===== src/rtl/boot_sequencer.sv =====
// Boot sequencer: takes the flash SPI bus over from the bootloader, optionally
// resets the flash (0x66 then 0x99), then pulses user_programn to reconfigure.
module boot_sequencer #(
    parameter int CLK_DIV    = 2,
    parameter int GUARD      = 16,
    parameter int PROG_HOLD  = 256,
    parameter int SEND_RESET = 1
) (
    input  logic clk,
    input  logic reset,
    input  logic boot_req,
    input  logic bl_spi_cs,
    input  logic bl_spi_sck,
    input  logic bl_spi_mosi,
    output logic spi_cs,
    output logic spi_sck,
    output logic spi_mosi,
    output logic busy,
    output logic user_programn
);

    localparam int GW = $clog2(GUARD + 1);
    localparam int PW = $clog2(PROG_HOLD + 1);

    localparam logic [GW-1:0] GUARD_LAST = GW'(GUARD - 1);
    localparam logic [PW-1:0] PROG_LAST  = PW'(PROG_HOLD - 1);
    localparam logic [7:0]    DIV_LAST   = 8'(CLK_DIV - 1);
    // Halves 0..15 are the low/high SCK phases of bits 7..0; half 16 is the CS hold tail.
    localparam logic [4:0]    HALF_LAST  = 5'd16;

    typedef enum logic [2:0] {
        IDLE    = 3'd0,
        WAIT_CS = 3'd1,
        CMD     = 3'd2,
        GAP     = 3'd3,
        PROG    = 3'd4,
        HALT    = 3'd5
    } state_t;

    state_t          state_q, state_d;
    logic [GW-1:0]   guard_q, guard_d;
    logic [7:0]      div_q, div_d;
    logic [4:0]      half_q, half_d;
    logic            second_q, second_d;
    logic [PW-1:0]   prog_q, prog_d;

    logic [7:0]      cmd_byte;
    logic [2:0]      bit_idx;

    assign cmd_byte = second_q ? 8'h99 : 8'h66;
    assign bit_idx  = 3'd7 - half_q[3:1];

    always_ff @(posedge clk or posedge reset) begin
        if (reset) begin
            state_q  <= IDLE;
            guard_q  <= '0;
            div_q    <= '0;
            half_q   <= '0;
            second_q <= 1'b0;
            prog_q   <= '0;
        end else begin
            state_q  <= state_d;
            guard_q  <= guard_d;
            div_q    <= div_d;
            half_q   <= half_d;
            second_q <= second_d;
            prog_q   <= prog_d;
        end
    end

    always_comb begin
        state_d  = state_q;
        guard_d  = guard_q;
        div_d    = div_q;
        half_d   = half_q;
        second_d = second_q;
        prog_d   = prog_q;
        case (state_q)
            IDLE: begin
                // The IDLE cycle never counts toward the guard, whatever bl_spi_cs is.
                guard_d = '0;
                if (boot_req) begin
                    state_d = WAIT_CS;
                end
            end
            WAIT_CS: begin
                if (!bl_spi_cs) begin
                    guard_d = '0;
                end else if (guard_q == GUARD_LAST) begin
                    guard_d  = '0;
                    div_d    = '0;
                    half_d   = '0;
                    second_d = 1'b0;
                    prog_d   = '0;
                    state_d  = (SEND_RESET != 0) ? CMD : PROG;
                end else begin
                    guard_d = guard_q + 1'b1;
                end
            end
            CMD: begin
                if (div_q == DIV_LAST) begin
                    div_d = '0;
                    if (half_q == HALF_LAST) begin
                        half_d  = '0;
                        state_d = GAP;
                    end else begin
                        half_d = half_q + 1'b1;
                    end
                end else begin
                    div_d = div_q + 1'b1;
                end
            end
            GAP: begin
                if (guard_q == GUARD_LAST) begin
                    guard_d = '0;
                    if (second_q) begin
                        state_d = PROG;
                    end else begin
                        second_d = 1'b1;
                        state_d  = CMD;
                    end
                end else begin
                    guard_d = guard_q + 1'b1;
                end
            end
            PROG: begin
                if (prog_q == PROG_LAST) begin
                    prog_d  = '0;
                    state_d = HALT;
                end else begin
                    prog_d = prog_q + 1'b1;
                end
            end
            HALT: begin
                state_d = HALT;
            end
            default: begin
                state_d = IDLE;
            end
        endcase
    end

    always_comb begin
        spi_cs        = 1'b1;
        spi_sck       = 1'b0;
        spi_mosi      = 1'b0;
        busy          = 1'b1;
        user_programn = 1'b1;
        case (state_q)
            IDLE: begin
                spi_cs   = bl_spi_cs;
                spi_sck  = bl_spi_sck;
                spi_mosi = bl_spi_mosi;
                busy     = 1'b0;
            end
            WAIT_CS: begin
                spi_cs   = bl_spi_cs;
                spi_sck  = bl_spi_sck;
                spi_mosi = bl_spi_mosi;
            end
            CMD: begin
                spi_cs = 1'b0;
                if (half_q != HALF_LAST) begin
                    spi_sck  = half_q[0];
                    spi_mosi = cmd_byte[bit_idx];
                end
            end
            PROG: begin
                user_programn = 1'b0;
            end
            default: begin
                spi_cs = 1'b1;
            end
        endcase
    end

endmodule


===== config.mk =====
export PLATFORM = sky130hd
export DESIGN_NAME = boot_sequencer
export DESIGN_NICKNAME = d
export VERILOG_FILES = /design/src/rtl/boot_sequencer.sv
export SDC_FILE = /design/constraint.sdc
export NUM_CORES = 1
export LEC_CHECK = 0
export CORE_MARGIN = 2
export CORE_UTILIZATION = 45
export DETAILED_ROUTE_END_ITERATION = 8
export GPL_ROUTABILITY_DRIVEN = 0
export PLACE_DENSITY_LB_ADDON = 0.3
export SLEW_MARGIN = 20
export SYNTH_ARGS = -nofsm -noshare
export SYNTH_HDL_FRONTEND = slang
export SYNTH_SLANG_ARGS = --single-unit
export TNS_END_PERCENT = 30

===== constraint.sdc =====
create_clock -name clk -period 1.8 [get_ports clk]
set_clock_uncertainty 0.15 [all_clocks]
set_input_delay 0.54 -clock clk [delete_from_list [all_inputs] [get_ports clk]]
set_output_delay 0.54 -clock clk [all_outputs]
set_load 0.02 [all_outputs]

==> job_summary.md <==
### Metrics collected by this job

| Metric | Value |
|---|---|
| Chip area | `0.00456 mm²` |
| Synth top area share | `42.8%` |
| Final setup viols | `22` |
| Clock Root Buffer | `clkbuf_8` |
| Die width | `67.5 µm` |
| Synth area leader | `dfrtp_1` |
| Sequential fraction of the synthesis area | `42.8%` |
| Failing checks | `setup timing` |
| Number of enable flip-flop cells | `0` |
| Tot Pwr | `0.00153 W` |
| IO Count | `11` |
| RSZ-0062 raised after global routing | `true` |
| Slowest CP cell | `dfrtp_1` |
| Std-Cell Rows | `23` |
| Worst setup margin | `-0.440 ns` |
| Pwr dens | `523 mW/mm²` |
| Syn_area_per_cell | `9.45 µm²` |
| Status | `finished with violations` |
| Post-DRT Antenna Nets | `0` |
| Detailed Place HPWL | `3190 µm` |
registers in the layout (all words and copies together) (netlist names):
register  count
prog_q        9
div_q         8
guard_q       5
half_q        5
state_q       3
second_q      1
critical path, delay by kind of cell (launching register included):
family | cells | cell delay (ns)
flops | 1 | 0.40
fa+ha+maj | 1 | 0.12
compound gates | 1 | 0.21
buf+inv | 2 | 0.22
simple gates | 2 | 0.32
synthesized netlist by cell type (2+ instances only):
cell type	n
a41oi_1	4
and3_1	2
clkbuf_1	3
xnor2_1	3
a31oi_1	3
nor2_1	9
ha_1	6
nand4_1	4
o21ai_1	8
o21a_1	2
o21ai_0	12
a22o_1	3
o31ai_1	4
a211o_1	2
buf_2	4
a21o_1	2
nor3_1	3
nand2_1	15
dfrtp_1	31
or3_1	7
a211oi_1	2
or4_1	3
nand3_1	10
a21oi_1	12
nor2b_1	4
nor3b_2	2
inv_1	9
worst max path at each step:
stage               end  depth (start not counted)  slack, ns  startpoint
6_report       spi_mosi                          6      -0.44   half_q[0]
4_1_cts        spi_mosi                          6      -0.42   half_q[0]
3_3_place_gp     spi_cs                          4      -0.78   bl_spi_cs
5_1_grt        spi_mosi                          6      -0.49   half_q[0]
2_1_floorplan  spi_mosi                          5       -0.1   half_q[0]
3_5_place_dp     spi_cs                          4      -0.79   bl_spi_cs
through the flow:
stage	setup TNS [ns]	cell area [µm²]	utilization [%]	std cells
final	-3.31	2940	74.5	332
after global routing	-4.82	2940	74.5	332
after CTS	-2.70	2730	69.2	320
after detailed placement	-10.26	2360	59.9	292
after global placement	-9.28	2360	59.9	292
after floorplan	-0.389	1860	-	192
cell families after synthesis:
group           synth area share (%)
fa+ha+maj                       4.14
buf+inv                         4.41
simple gates                    23.1
mux                             1.17
xor+xnor                        1.93
flops                           42.8
compound gates                  22.5
layout make-up:
type | count | area, µm²
repair buffers | 91 | 787
fillers | 257 | 1010
clock inverters | 2 | 35.0
well taps | 50 | 62.6
inverters | 10 | 37.5
clock buffers | 6 | 82.6
flip-flops and latches | 31 | 776
multi-input cells | 142 | 1150
metal layers:
layer,vias to the layer above,part of all wire [%],GRT usage (%)
li1,891,-,-
met1,935,39,27.6
met2,61,54,45.3
met3,19,3.8,5.17
met4,0,2.7,8.42
met5,-,0,0
cells in the final DEF (no fill, tap or decap), types with 3 or more instances in the layout:
cell type         n
a31oi_1           3
buf_4            69
o31ai_2           3
inv_1             6
nand3_1          10
o21ai_1           5
or3_1             7
nor2_1            7
xnor2_1           3
nor3_1            3
dfrtp_1          31
a21oi_1          10
o21ai_0          12
clkdlybuf4s50_1   4
inv_2             4
clkbuf_8          6
nand2_1          13
nor2_4            3
o21ai_2           3
buf_12            4
nand4_1           4
buf_6            12
nor2b_1           3
ha_1              3
repair_timing:
| item | 4_1_cts | 5_1_grt |
|---|---|---|
| pin swaps | 15 | 16 |
| buffers inserted | 20 | 12 |
| endpoints found under the setup margin | 28 | 25 |
| resized | 51 | 20 |
where the power goes:
part	internal [W]	switching (W)
Sequential	0.000702	0.00000309
Clock	0.000448	0.000276
Combinational	0.0000580	0.0000467
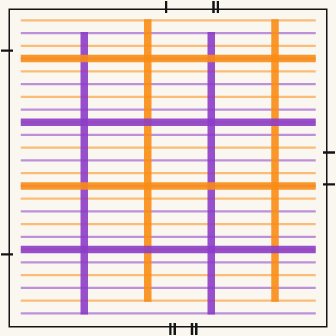
(supply network)
Pins as bars on the die edge.
[purple] VSS
[orange] VDD
signal pins: 11
met1 rails: 24

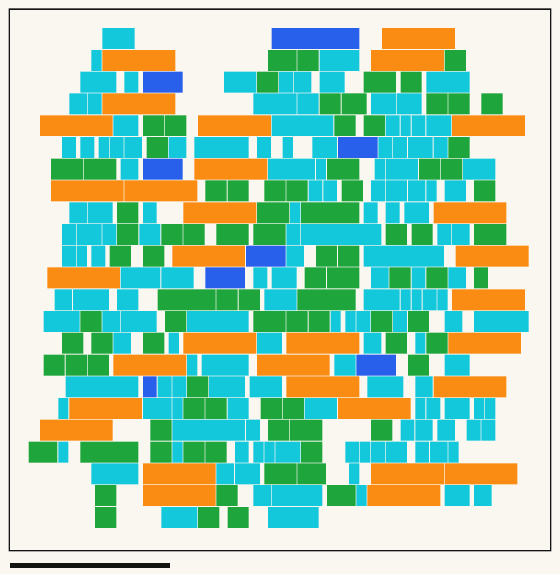
(placed cells, one color a class)
Bar = 20 µm.
[green] remaining buffers and delay cells | cells: 91 | share of their area: 27%
[cyan] combinational and other logic | cells: 152 | share of their area: 42%
[blue] clock drivers and dummy loads | cells: 8 | share of their area: 4.1%
[orange] sequential cells | cells: 31 | share of their area: 27%

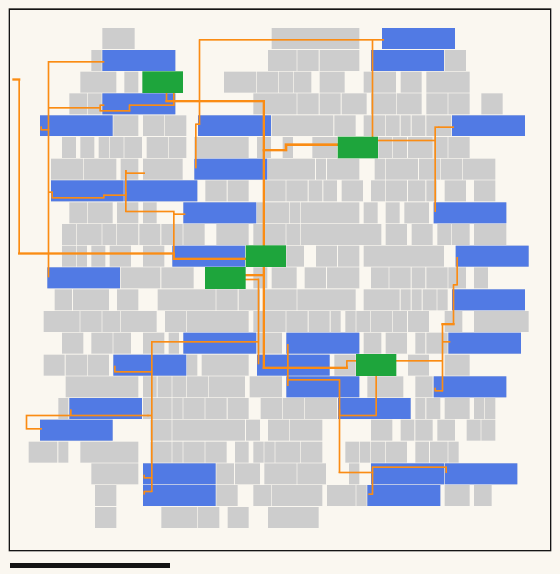
(clock wires, drivers and flops)
Bar = 20 µm.
[blue] flip-flops | count: 31
[orange] clock wires | length: 448 µm
[green] clock drivers | count: 5
flops lie: widely spread
routed clock nets: 6

No activity file was given, so power comes from the tool's default toggle rates.
